**src/rtl/handshake_pkg.sv**
```systemverilog
// handshake_pkg: shared defaults and helpers for the handshake_pack width-up packer.
//   DEF_WORD_WIDTH - default input word width
//   DEF_RATIO      - default number of words per output beat
//   cnt_width()    - lane counter width for a given ratio (never below 1)
package handshake_pkg;

    localparam int unsigned DEF_WORD_WIDTH = 8;
    localparam int unsigned DEF_RATIO      = 4;

    // Lane counter width; a single bit still covers the RATIO == 2 case.
    function automatic int unsigned cnt_width(input int unsigned ratio);
        return (ratio <= 2) ? 1 : $clog2(ratio);
    endfunction

endpackage

```
**src/rtl/handshake_pack_lane.sv**
```systemverilog
// handshake_pack_lane: lane counter and collect-buffer write enables.
//   clk, rst_n  - clock, asynchronous active-low reset
//   take        - a word is accepted this cycle
//   close       - the accepted word completes the beat (cnt returns to 0)
//   cnt         - lane the next accepted word fills (registered)
//   lane_we_c   - one-hot write enable for collect lanes 0..RATIO-2 (combinational)
module handshake_pack_lane
    import handshake_pkg::*;
#(
    parameter int unsigned RATIO = DEF_RATIO
) (
    input  logic                          clk,
    input  logic                          rst_n,
    input  logic                          take,
    input  logic                          close,
    output logic [cnt_width(RATIO)-1:0]   cnt,
    output logic [RATIO-2:0]              lane_we_c
);

    localparam int unsigned CW = cnt_width(RATIO);

    logic [CW-1:0] cnt_nxt;

    // Counter register.
    always_ff @(posedge clk or negedge rst_n) begin
        if (!rst_n) begin
            cnt <= '0;
        end else begin
            cnt <= cnt_nxt;
        end
    end

    // Next lane and collect-buffer write enables; a closing word never lands in the buffer.
    always_comb begin
        cnt_nxt   = cnt;
        lane_we_c = '0;
        if (take) begin
            cnt_nxt = close ? '0 : cnt + CW'(1);
        end
        for (int i = 0; i < int'(RATIO) - 1; i++) begin
            lane_we_c[i] = take && !close && (cnt == CW'(i));
        end
    end

endmodule

```
**src/rtl/handshake_pack.sv**
```systemverilog
// handshake_pack: width-up packer, RATIO WORD_WIDTH-bit words per output beat.
//   clk, rst_n            - clock, asynchronous active-low reset
//   up_valid/up_data      - input word stream
//   up_ready              - combinational; depends on down_ready, never on up_valid
//   down_valid/down_data  - registered output beat, first word in the low lane
//   down_ready            - consumer accepts the beat
// Optional feature macro HANDSHAKE_PACK_LAST_EN adds up_last, down_last, down_keep:
//   a word with up_last closes a short beat, unfilled lanes read 0.
module handshake_pack
    import handshake_pkg::*;
#(
    parameter int unsigned WORD_WIDTH = DEF_WORD_WIDTH,
    parameter int unsigned RATIO      = DEF_RATIO
) (
    input  logic                          clk,
    input  logic                          rst_n,
    input  logic                          up_valid,
    input  logic [WORD_WIDTH-1:0]         up_data,
`ifdef HANDSHAKE_PACK_LAST_EN
    input  logic                          up_last,
    output logic                          down_last,
    output logic [RATIO-1:0]              down_keep,
`endif
    output logic                          up_ready,
    output logic                          down_valid,
    output logic [WORD_WIDTH*RATIO-1:0]   down_data,
    input  logic                          down_ready
);

    localparam int unsigned CW = cnt_width(RATIO);

    logic [CW-1:0]                          cnt;
    logic [RATIO-2:0]                       lane_we_c;
    logic [RATIO-2:0][WORD_WIDTH-1:0]       coll;
    logic [RATIO-1:0][WORD_WIDTH-1:0]       beat_c;
    logic                                   close_c;
    logic                                   take_c;

    // The accepted word completes a beat at the top lane, or early on up_last.
`ifdef HANDSHAKE_PACK_LAST_EN
    logic [RATIO-1:0] keep_c;
    assign close_c = (cnt == CW'(RATIO - 1)) || up_last;
`else
    assign close_c = (cnt == CW'(RATIO - 1));
`endif

    // Only a closing word waits for the output register to free up.
    assign up_ready = rst_n && (!close_c || !down_valid || down_ready);
    assign take_c   = up_valid && up_ready;

    handshake_pack_lane #(
        .RATIO     (RATIO)
    ) u_lane (
        .clk       (clk),
        .rst_n     (rst_n),
        .take      (take_c),
        .close     (close_c),
        .cnt       (cnt),
        .lane_we_c (lane_we_c)
    );

    // Collect buffer for lanes 0..RATIO-2.
    always_ff @(posedge clk or negedge rst_n) begin
        if (!rst_n) begin
            coll <= '0;
        end else begin
            for (int i = 0; i < int'(RATIO) - 1; i++) begin
                if (lane_we_c[i]) begin
                    coll[i] <= up_data;
                end
            end
        end
    end

    // Beat image: lanes below cnt from the buffer, lane cnt from the incoming word, rest zero.
    always_comb begin
        beat_c = '0;
        for (int i = 0; i < int'(RATIO) - 1; i++) begin
            if (CW'(i) < cnt) begin
                beat_c[i] = coll[i];
            end else if (CW'(i) == cnt) begin
                beat_c[i] = up_data;
            end
        end
        if (cnt == CW'(RATIO - 1)) begin
            beat_c[RATIO-1] = up_data;
        end
    end

`ifdef HANDSHAKE_PACK_LAST_EN
    // Filled lanes are 0..cnt inclusive.
    always_comb begin
        keep_c = '0;
        for (int i = 0; i < int'(RATIO); i++) begin
            keep_c[i] = (CW'(i) <= cnt);
        end
    end
`endif

    // Output register: a new beat replaces a consumed one with no bubble.
    always_ff @(posedge clk or negedge rst_n) begin
        if (!rst_n) begin
            down_valid <= 1'b0;
            down_data  <= '0;
`ifdef HANDSHAKE_PACK_LAST_EN
            down_last  <= 1'b0;
            down_keep  <= '0;
`endif
        end else if (take_c && close_c) begin
            down_valid <= 1'b1;
            down_data  <= beat_c;
`ifdef HANDSHAKE_PACK_LAST_EN
            down_last  <= up_last;
            down_keep  <= keep_c;
`endif
        end else if (down_ready) begin
            down_valid <= 1'b0;
        end
    end

endmodule

```
**config.mk**
```make
export PLATFORM = sky130hd
export DESIGN_NAME = handshake_pack
export DESIGN_NICKNAME = d
export VERILOG_FILES = /design/src/rtl/handshake_pkg.sv /design/src/rtl/handshake_pack_lane.sv /design/src/rtl/handshake_pack.sv
export SDC_FILE = /design/constraint.sdc
export NUM_CORES = 1
export LEC_CHECK = 0
export CAP_MARGIN = 20
export CORE_MARGIN = 10
export CORE_UTILIZATION = 45
export CTS_CLUSTER_SIZE = 40
export DETAILED_ROUTE_END_ITERATION = 6
export GPL_TIMING_DRIVEN = 0
export PLACE_DENSITY = 0.7
export SYNTH_ARGS = -nofsm -noshare
export SYNTH_HDL_FRONTEND = slang
export SYNTH_SLANG_ARGS = --single-unit
```
**constraint.sdc**
```tcl
create_clock -name clk -period 2.5 [get_ports clk]
set_input_delay 0.625 -clock clk [delete_from_list [all_inputs] [get_ports clk]]
set_output_delay 0.625 -clock clk [all_outputs]
set_load 0.02 [all_outputs]
```
Signal wires by layer:
Scale: 6 px per um. Only two layers are drawn.
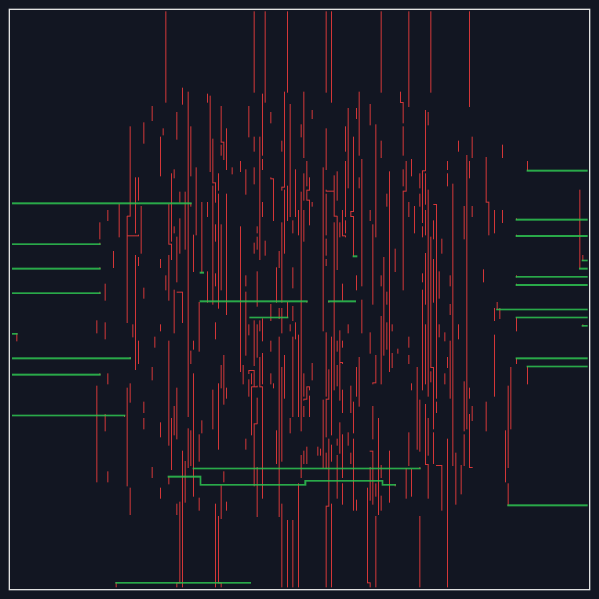
legend:
  metal 2:
    colour: red
    wire_length: 2600 um
  metal 3:
    colour: green
    wire_length: 377 um

Clock network drawn from the DEF:
Scale: 6 px per um.
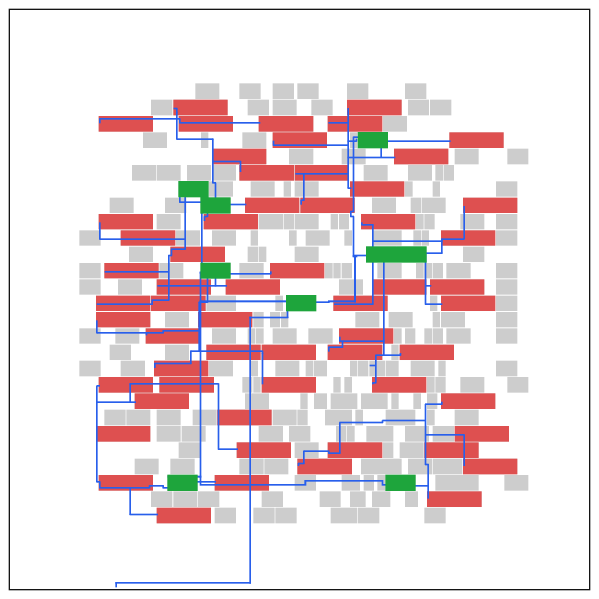
legend:
  flip-flops:
    colour: red
    count: 59
  clock drivers:
    colour: green
    count: 9
  clock wires:
    colour: blue
    length: 768 um
routed clock nets: 10

Track usage over the die:
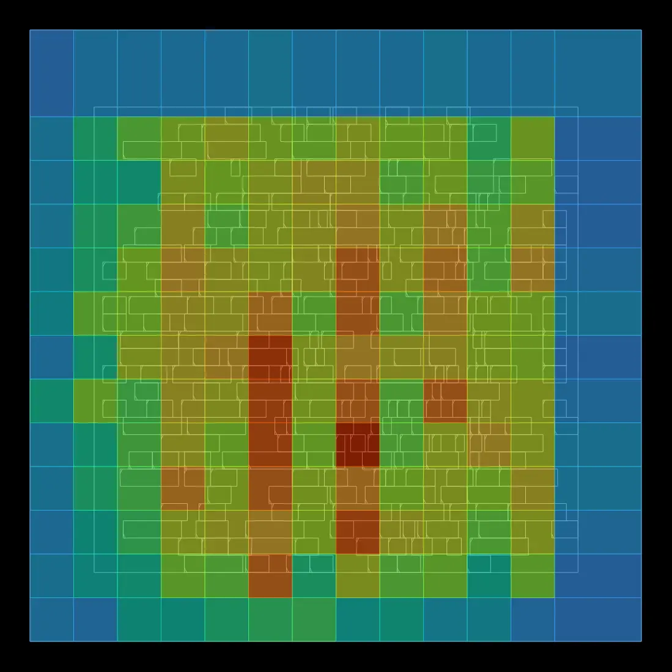
met2 global-route usage: 0.211
layer with the highest usage: met2

Floorplan with the power grid:
Scale: 4 px per um. Pins as bars on the die edge.
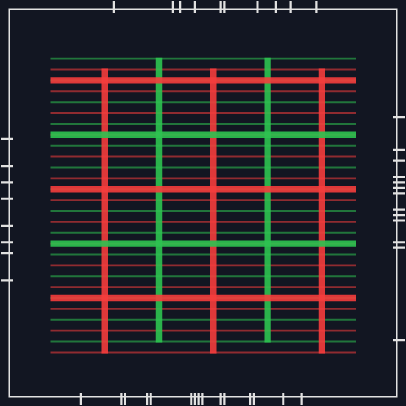
legend:
  VSS:
    colour: red
  VDD:
    colour: green
met5 straps: 5
met4 straps: 5
signal pins: 46
rows: 27
met1 rails: 28

==> Table 3: Implementation characteristics <==
Table: implementation figures

Parameter                              Value

Power and ir drop
  Portion of total power attributed to the clock network .................. 0.191
  Portion of total power attributed to combinational logic .................. 0.418
  Leakage .................. 0.00147 uW
  Cell Pwr Density .................. ~1200 mW/mm2
  Design Power .................. 4090 uW
  Switching power summed over all nets .................. roughly 1400 uW
  Worst ir drop on vdd .................. 0.000644 V
  Cell-internal power .................. between 2000 and 3000 uW

Routing
  Vias per std cell .................. 5.10
  DRC violation total after the first TritonRoute iteration .................. roughly 51
  Met1 Wirelength .................. 2.39 mm
  Highest layer used for signal routing .................. met4
  DR DRC count .................. 0

GRT
  Global route total overflow .................. 0
  Global routing met1 resource utilization .................. 0.161

Die
  Area of the core .................. 0.00561 mm2
  Top Ports .................. 46
  Die height .................. ~96 um
  Width of the die .................. about 96 um

Cells and area
  Ratio of cells with drive above 1 in the final layout .................. 0.345
  Invs w/o clock .................. 2
  Logic share of the area .................. 0.322
  Sequential standard cell area .................. 0.00148 mm2
  Combinational Area .................. 0.00109 mm2
  Most frequent cells in the layout .................. sky130_fd_sc_hd__mux2_2 (64), sky130_fd_sc_hd__dfrtp_1 (59), sky130_fd_sc_hd__clkdlybuf4s50_1 (43)
  Number of combinational gates with multiple inputs .................. around 130
  Share of the core filled with cells .................. 0.601

CTS
  Clk ins delay skew pair .................. 0.33 ns
  Hold Buf Count CTS .................. 0
  Number of buffers inserted by post-CTS setup repair .................. 0
  Number of H-tree branching levels .................. 3
  Maximum count of clock buffers along a single path .................. 2

Yosys
  Commonest cells in the netlist .................. sky130_fd_sc_hd__mux2_2 (64), sky130_fd_sc_hd__dfrtp_1 (59), sky130_fd_sc_hd__nand2_1 (34)
  Post-synth cell types .................. 17
  Post-synth top area cell .................. sky130_fd_sc_hd__dfrtp_1
  Top cells by area in the synthesized netlist .................. sky130_fd_sc_hd__dfrtp_1 (56%), sky130_fd_sc_hd__mux2_2 (27%), sky130_fd_sc_hd__nand2_1 (4.8%), sky130_fd_sc_hd__o21ai_0 (3.2%), sky130_fd_sc_hd__ha_1 (2.4%)
  Synthesis warning total .................. 0
  Largest family of logic cells by area .................. multiplexers
  Async S/R FF share, synth .................. 1.00
  Share of synthesized area spent on multiplexers .................. 0.278
  Yosys cell count .................. 201
  Adders+Majority by Area .................. 0.0238
  #FFs+latches synth .................. 59
  Area share of the leading cell type in the synthesized netlist .................. 0.561
  Gate count after technology mapping .................. 201
  EDFF count, synth .................. 0

Timing
  Setup slack of the critical path after layout .................. between 0.15 and 0.2 ns
  Slew Limit Headroom .................. 0.583
  Worst-Margin Slew .................. 0.626 ns
  Number of endpoints failing setup at the final stage .................. 0
  Tcrit/Tclk final .................. 0.935
  Smallest hold slack .................. approximately 0.15 ns

Setup path
  Buffer and inverter count on the worst path .................. 2
  Top delay family on crit path .................. buffers and inverters
  Stage delay of the slowest cell on the critical path .................. 0.51 ns
  Critical path class .................. input port to output pin
  FF-to-FF path depth .................. 6
  Largest driver fanout on the critical path .................. 4
  Worst reg2reg setup slack .................. about 0.34 ns
  Crit Reg-Reg Endpoint .................. coll[0]

Placed design
  Half-perimeter wire length after placement .................. ~3.9 mm
  RD Place Congestion .................. 0.712
  Number of instances in the placed design .................. 319

Run
  Max-cap violations .................. 0

Status
  Result of the run .................. complete, no violations
Power is estimated from default activity; no workload was simulated.
